**src/rtl/mips_fetch_queue.sv**
```systemverilog
// Instruction prefetch queue: issues sequential fetches, tags them with their PC,
// buffers responses for decode and flushes on redirect. Optional macro: FQ_BYPASS_EN.
module mips_fetch_queue #(
    parameter int unsigned DEPTH           = 4,
    parameter int unsigned MAX_OUTSTANDING = 2,
    parameter logic [31:0] RESET_PC        = 32'h0000_0000
) (
    input  logic                     clk,
    input  logic                     rst,
    input  logic                     redirect_valid,
    input  logic [31:0]              redirect_pc,
    output logic                     imem_req,
    output logic [31:0]              imem_addr,
    input  logic                     imem_gnt,
    input  logic                     imem_rvalid,
    input  logic [31:0]              imem_rdata,
    output logic                     dec_valid,
    input  logic                     dec_ready,
    output logic [31:0]              dec_instr,
    output logic [31:0]              dec_pc,
    output logic [31:0]              dec_pc_plus4,
    output logic [$clog2(DEPTH):0]   fq_count
);
    // state | meaning
    // RUN   | normal operation, every response is kept
    // FLUSH | drop_cnt > 0, responses to pre-redirect requests are discarded
    typedef enum logic {RUN, FLUSH} state_e;

    localparam int AW = $clog2(DEPTH);
    localparam int CW = AW + 1;
    localparam int OW = $clog2(MAX_OUTSTANDING + 1);
    localparam int TW = (MAX_OUTSTANDING > 1) ? $clog2(MAX_OUTSTANDING) : 1;

    state_e          state_q, state_d;
    logic [31:0]     fetch_pc_q, fetch_pc_d;
    logic [OW-1:0]   outstanding_q, outstanding_d;
    logic [OW-1:0]   drop_cnt_q, drop_cnt_d;
    logic [31:0]     tag_pc_q [MAX_OUTSTANDING];
    logic [31:0]     tag_pc_d [MAX_OUTSTANDING];
    logic [TW-1:0]   tag_wr_q, tag_wr_d, tag_rd_q, tag_rd_d;
    logic [31:0]     fifo_instr_q [DEPTH];
    logic [31:0]     fifo_instr_d [DEPTH];
    logic [31:0]     fifo_pc_q [DEPTH];
    logic [31:0]     fifo_pc_d [DEPTH];
    logic [AW-1:0]   wr_ptr_q, wr_ptr_d, rd_ptr_q, rd_ptr_d;
    logic [CW-1:0]   count_q, count_d;

    logic            issue, rsp_drop, bypass, fifo_empty, fifo_push, fifo_pop;
    logic [31:0]     rsp_tag;
    logic            unused_redirect_lsbs;

    assign unused_redirect_lsbs = ^redirect_pc[1:0];

    function automatic logic [TW-1:0] tag_inc(input logic [TW-1:0] p);
        if (32'(p) >= MAX_OUTSTANDING - 1) return '0;
        return p + TW'(1);
    endfunction

    always_comb begin
        state_d       = state_q;
        fetch_pc_d    = fetch_pc_q;
        outstanding_d = outstanding_q;
        drop_cnt_d    = drop_cnt_q;
        tag_pc_d      = tag_pc_q;
        tag_wr_d      = tag_wr_q;
        tag_rd_d      = tag_rd_q;
        fifo_instr_d  = fifo_instr_q;
        fifo_pc_d     = fifo_pc_q;
        wr_ptr_d      = wr_ptr_q;
        rd_ptr_d      = rd_ptr_q;
        count_d       = count_q;

        // Credit counts every granted request, including ones that will be dropped.
        imem_req  = !rst && !redirect_valid
                    && ((32'(count_q) + 32'(outstanding_q)) < DEPTH)
                    && (32'(outstanding_q) < MAX_OUTSTANDING);
        imem_addr = fetch_pc_q;
        issue     = imem_req && imem_gnt;
        rsp_tag   = tag_pc_q[tag_rd_q];
        rsp_drop  = imem_rvalid && (redirect_valid || drop_cnt_q != '0);
        fifo_empty = (count_q == '0);
`ifdef FQ_BYPASS_EN
        bypass = !rst && !redirect_valid && fifo_empty && state_q == RUN
                 && drop_cnt_q == '0 && imem_rvalid && dec_ready;
`else
        bypass = 1'b0;
`endif
        fifo_pop  = !fifo_empty && dec_ready;
        fifo_push = imem_rvalid && !rsp_drop && !bypass;

        if (issue) begin
            fetch_pc_d         = fetch_pc_q + 32'd4;
            tag_pc_d[tag_wr_q] = fetch_pc_q;
            tag_wr_d           = tag_inc(tag_wr_q);
        end
        if (imem_rvalid) tag_rd_d = tag_inc(tag_rd_q);
        outstanding_d = outstanding_q + OW'(issue) - OW'(imem_rvalid);

        if (fifo_push) begin
            fifo_instr_d[wr_ptr_q] = imem_rdata;
            fifo_pc_d[wr_ptr_q]    = rsp_tag;
            wr_ptr_d               = wr_ptr_q + AW'(1);
        end
        if (fifo_pop) rd_ptr_d = rd_ptr_q + AW'(1);
        count_d = count_q + CW'(fifo_push) - CW'(fifo_pop);

        if (redirect_valid) begin
            fetch_pc_d = {redirect_pc[31:2], 2'b00};
            wr_ptr_d   = '0;
            rd_ptr_d   = '0;
            count_d    = '0;
            drop_cnt_d = outstanding_d;
            state_d    = (outstanding_d != '0) ? FLUSH : RUN;
        end else begin
            if (imem_rvalid && drop_cnt_q != '0) drop_cnt_d = drop_cnt_q - OW'(1);
            case (state_q)
                RUN:     state_d = RUN;
                FLUSH:   if (drop_cnt_d == '0) state_d = RUN;
                default: state_d = RUN;
            endcase
        end

        dec_valid = !fifo_empty || bypass;
        if (bypass) begin
            dec_instr = imem_rdata;
            dec_pc    = rsp_tag;
        end else if (!fifo_empty) begin
            dec_instr = fifo_instr_q[rd_ptr_q];
            dec_pc    = fifo_pc_q[rd_ptr_q];
        end else begin
            dec_instr = '0;
            dec_pc    = '0;
        end
        dec_pc_plus4 = dec_valid ? dec_pc + 32'd4 : '0;
        fq_count     = count_q;
    end

    always_ff @(posedge clk) begin
        if (rst) begin
            state_q       <= RUN;
            fetch_pc_q    <= {RESET_PC[31:2], 2'b00};
            outstanding_q <= '0;
            drop_cnt_q    <= '0;
            tag_wr_q      <= '0;
            tag_rd_q      <= '0;
            wr_ptr_q      <= '0;
            rd_ptr_q      <= '0;
            count_q       <= '0;
        end else begin
            state_q       <= state_d;
            fetch_pc_q    <= fetch_pc_d;
            outstanding_q <= outstanding_d;
            drop_cnt_q    <= drop_cnt_d;
            tag_wr_q      <= tag_wr_d;
            tag_rd_q      <= tag_rd_d;
            wr_ptr_q      <= wr_ptr_d;
            rd_ptr_q      <= rd_ptr_d;
            count_q       <= count_d;
        end
    end

    // Payload storage needs no reset; validity lives in count_q.
    always_ff @(posedge clk) begin
        tag_pc_q     <= tag_pc_d;
        fifo_instr_q <= fifo_instr_d;
        fifo_pc_q    <= fifo_pc_d;
    end

    a_no_overflow: assert property (@(posedge clk) disable iff (rst)
        !(fifo_push && !fifo_pop && count_q == CW'(DEPTH)));
    a_rvalid_expected: assert property (@(posedge clk) disable iff (rst)
        !(imem_rvalid && outstanding_q == '0));

endmodule
```
**config.mk**
```make
export PLATFORM = sky130hd
export DESIGN_NAME = mips_fetch_queue
export DESIGN_NICKNAME = d
export VERILOG_FILES = /design/src/rtl/mips_fetch_queue.sv
export SDC_FILE = /design/constraint.sdc
export NUM_CORES = 1
export LEC_CHECK = 0
export ABC_AREA = 1
export ABC_CLOCK_PERIOD_IN_PS = 5400
export CAP_MARGIN = 25
export CELL_PAD_IN_SITES_DETAIL_PLACEMENT = 0
export CELL_PAD_IN_SITES_GLOBAL_PLACEMENT = 1
export CORE_MARGIN = 2
export CORE_UTILIZATION = 41
export DETAILED_ROUTE_END_ITERATION = 12
export GPL_ROUTABILITY_DRIVEN = 0
export HOLD_SLACK_MARGIN = 0.12
export PLACE_DENSITY = 0.75
export SYNTH_ARGS = -nofsm -noshare
export SYNTH_HDL_FRONTEND = slang
export SYNTH_SLANG_ARGS = --single-unit
```
**constraint.sdc**
```tcl
create_clock -name clk -period 5.4 [get_ports clk]
set_input_delay 0.81 -clock clk [delete_from_list [all_inputs] [get_ports clk]]
set_output_delay 0.81 -clock clk [all_outputs]
set_load 0.005 [all_outputs]
```
==> images/drive_strength.png <==
Scale bar: 50 µm.
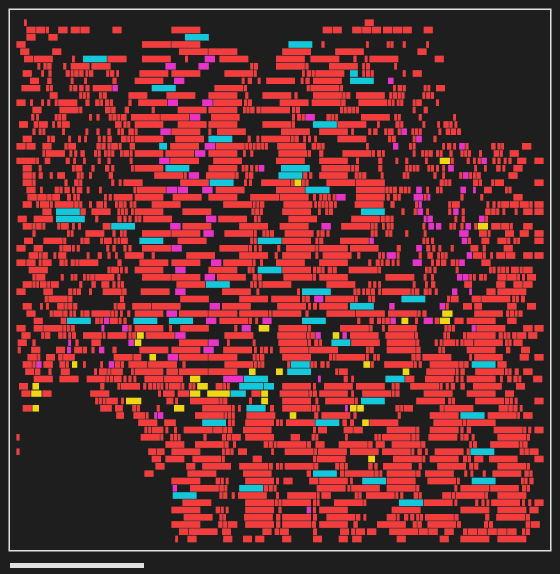
color	size	cells
red	drive 1 or less	1633
cyan	drive 6 and up	50
yellow	drive 3 to 4	32
magenta	drive 2	95

==> images/met2.png <==
Scale bar: 50 µm. Cells faint in the background.
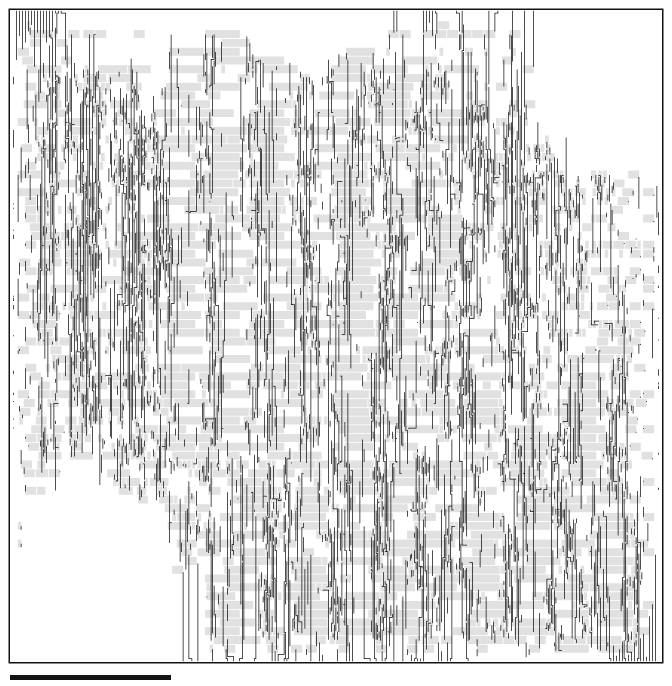
main direction	vertical
longest straight run	70.0 µm

## kinds of logic after synthesis
| group | Yosys count |
|---|---|
| muxes | 30 |
| and+or+nand+nor | 803 |
| AOI/OAI and AO/OA | 142 |
| other | 1 |
| xor gates and xnor gates | 31 |
| buffers and inverters | 217 |
| DFF | 351 |
| adders and majority gates | 13 |
## power by group through the flow
stage | clock, mW | sequential (mW) | combinational [mW]
global placement | 0 | 3.16 | 0.705
CTS | 2.54 | 3.10 | 0.718
floorplan | 0 | 3.14 | 0.366
finish | 2.49 | 3.10 | 0.708
detailed placement | 0 | 3.16 | 0.714
global route | 2.66 | 3.11 | 0.784
## worst paths after layout
path            startpoint  slack (ns)  cells past startpoint                to
max            rd_ptr_q[0]        0.62                     18  dec_pc_plus4[20]
min reg2reg    wr_ptr_q[0]        0.51                      2       wr_ptr_q[0]
max reg2reg  drop_cnt_q[0]        2.93                      7  fifo_instr_q[63]
min            wr_ptr_q[0]        0.51                      2       wr_ptr_q[0]
## sequential cells by signal (all words and copies together), names as in the netlist
| register | flops |
|---|---|
| imem_addr | 30 |
| drop_cnt_q | 2 |
| tag_pc_q | 60 |
| rd_ptr_q | 2 |
| fq_count | 3 |
| tag_rd_q | 1 |
| tag_wr_q | 1 |
| fifo_pc_q | 120 |
| fifo_instr_q | 128 |
| wr_ptr_q | 2 |
| outstanding_q | 2 |
## Yosys cell counts, drive strengths merged (4+ instances only)
master and n:
buf 53, nor3 17, a31oi 9, clkbuf 15, nand2 379, nand4 18
nand3 116, xnor2 6, xor2 25, nand3b 4, dfxtp 43, nor2 264
o21ai 82, edfxtp 308, inv 149, mux2 30, a21oi 44, ha 12
## routing by layer
layer	wire [µm]	vias up	GRT usage (%)
met5	0	-	0
li1	-	5677	-
met2	18480	256	31.80
met1	18770	5339	26.90
met4	755	0	4.858
met3	1639	46	3.080
## worst reg2reg max path: cells and delay by family (launching register included)
family / cells / cell delay, ns
adders and majority gates: 1 / 0.16
buffers and inverters: 3 / 0.76
DFF: 1 / 0.30
and+or+nand+nor: 3 / 0.89
## stage by stage
| step | utilization (%) | setup WS, ns | area (µm²) | total power, mW |
|---|---|---|---|---|
| floorplan | - | 1.233 | 16080 | 3.508 |
| finish | 51.02 | 0.6201 | 19720 | 6.302 |
| CTS | 51.02 | 0.5141 | 19720 | 6.363 |
| global placement | 47.86 | 1.127 | 18500 | 3.862 |
| detailed placement | 47.86 | 1.087 | 18500 | 3.873 |
| global route | 51.02 | 0.1363 | 19720 | 6.555 |
## cell type report
type / count / area (µm²) / area share [%]
sequential: 351 / 10110 / 51.30
multi-input combinational: 1025 / 5042 / 25.57
timing repair buffer: 213 / 2122 / 10.76
clock buffer: 48 / 1010 / 5.121
tap: 518 / 648.1 / 3.287
inverter: 149 / 569.3 / 2.887
clock inverter: 24 / 210.2 / 1.066
==> flow_metrics.py <==
# Auto-generated metrics
metrics = {
    "timing": {
        "tightestPinTransition_ns": 0.9842,
        "clock.fmax_ghz": 0.2092,
        "rsz0062_at_grt": "false",
        "finClkSkew_ns": 0.01535,
        "maxSlewViolCount": 0,
        "setup-violations-final": 0,
        "hold_viol": 0,
        "fin_crit_ns": 4.780,
    },
    "detailed_routing": {
        "routed_wl_um": 39650,
        "drc_errors": 0,
        "wl_per_cell_um": 17.03,
        "drtAntennaViolNets": 0,
        "vias": 11320,
    },
    "critical_path": {
        "worstSetupPathType": "flop to output port",
        "endpoint_kind": "output port",
        "cp_slowest_cell": "dfxtp_4",
        "crit_top_cell": "nand2_1",
        "critPathLaunchType": "flop",
        "crit_path_max_fanout": 84,
        "crit_buf_inv": 4,
        "critPathMaxStageDelay_ns": 0.80,
        "cp.arrival_ns": 3.97,
        "crit_family": "simple AND/OR/NAND/NOR gates",
    },
    "finish": {
        "layoutNonFillerInstCount": 2328,
        "area_delta_synth_final_pct": 22.74,
        "insertedDiodeCount": 0,
        "fillCellCount": 3415,
        "nets": 1862,
        "most-common-layout-cells": "367 x nand2_1, 308 x edfxtp_1, 231 x nor2_1, 194 x clkdlybuf4s50_1, 137 x inv_1",
    },
    "placed_design": {
        "placed_cells": 2256,
        "port_buffers": 194,
    },
    "power_and_ir_drop": {
        "combinationalPowerShare_pct": 11.2,
        "max-vdd-ir-drop_mv": 0.2742,
        "p_sw_mw": 1.502,
        "power_per_cell_area_mw_per_mm2": 319.7,
        "swShare_pct": 23.83,
        "cellLeakagePower_nw": 7.381,
        "p_clk_share_pct": 39.5,
    },
    "clocking": {
        "post_cts.repair.setup_buffers": 0,
        "clock-sinks": 351,
        "clkLatencyLatePin_ns": 0.53,
        "cts-resized-gates": 0,
        "htreeDepth": 2,
        "cts_tree": "yes",
        "cts_buffers": 39,
        "clk_pin_slew_worst_paths_ns": 0.06,
        "root_buffer": "clkbuf_16",
    },
    "run": {
        "maxCapViolCount": 0,
        "warning_count": 31,
    },
    "floorplanning": {
        "io_pins": 203,
        "die_x_um": 201.9,
        "fp.coreArea_mm2": 0.03865,
        "std_cell_rows": 72,
        "die_h_um": 201.9,
        "chipArea_mm2": 0.04078,
    },
    "grt": {
        "grt_max_degree": 85,
        "gr-total-overflow": 0,
        "antenna_found_initial": 0,
        "grt_pass1_wl_um": 61760,
    },
    "synthesis": {
        "ys_top_logic_family": "simple AND/OR/NAND/NOR gates",
        "ys_sh_simple_pct": 21.55,
        "synth_cell_types": 42,
        "ff_type": "edfxtp_1",
        "synthArstFlopShare_pct": 0,
        "topCellsByArea": "edfxtp_1 58%, nand2_1 8.6%, nor2_1 5.5%, dfxtp_1 5.4%, nand3_1 3.3%",
        "synth-warning-count": 0,
        "syn_area_mm2": 0.01606,
        "ys_cells": 1588,
        "edf_count": 308,
        "synth.mux.area_fraction_pct": 2.103,
        "ys_sh_aoi_pct": 4.627,
        "postSynthSeqShare_pct": 62.93,
        "adder_share_pct": 1.059,
    },
    "min_path": {
        "hold_path.class": "flop to flop",
    },
    "outcome": {
        "run_status": "finished, final reports clean",
    },
}
Power and IR drop assume default switching activity.
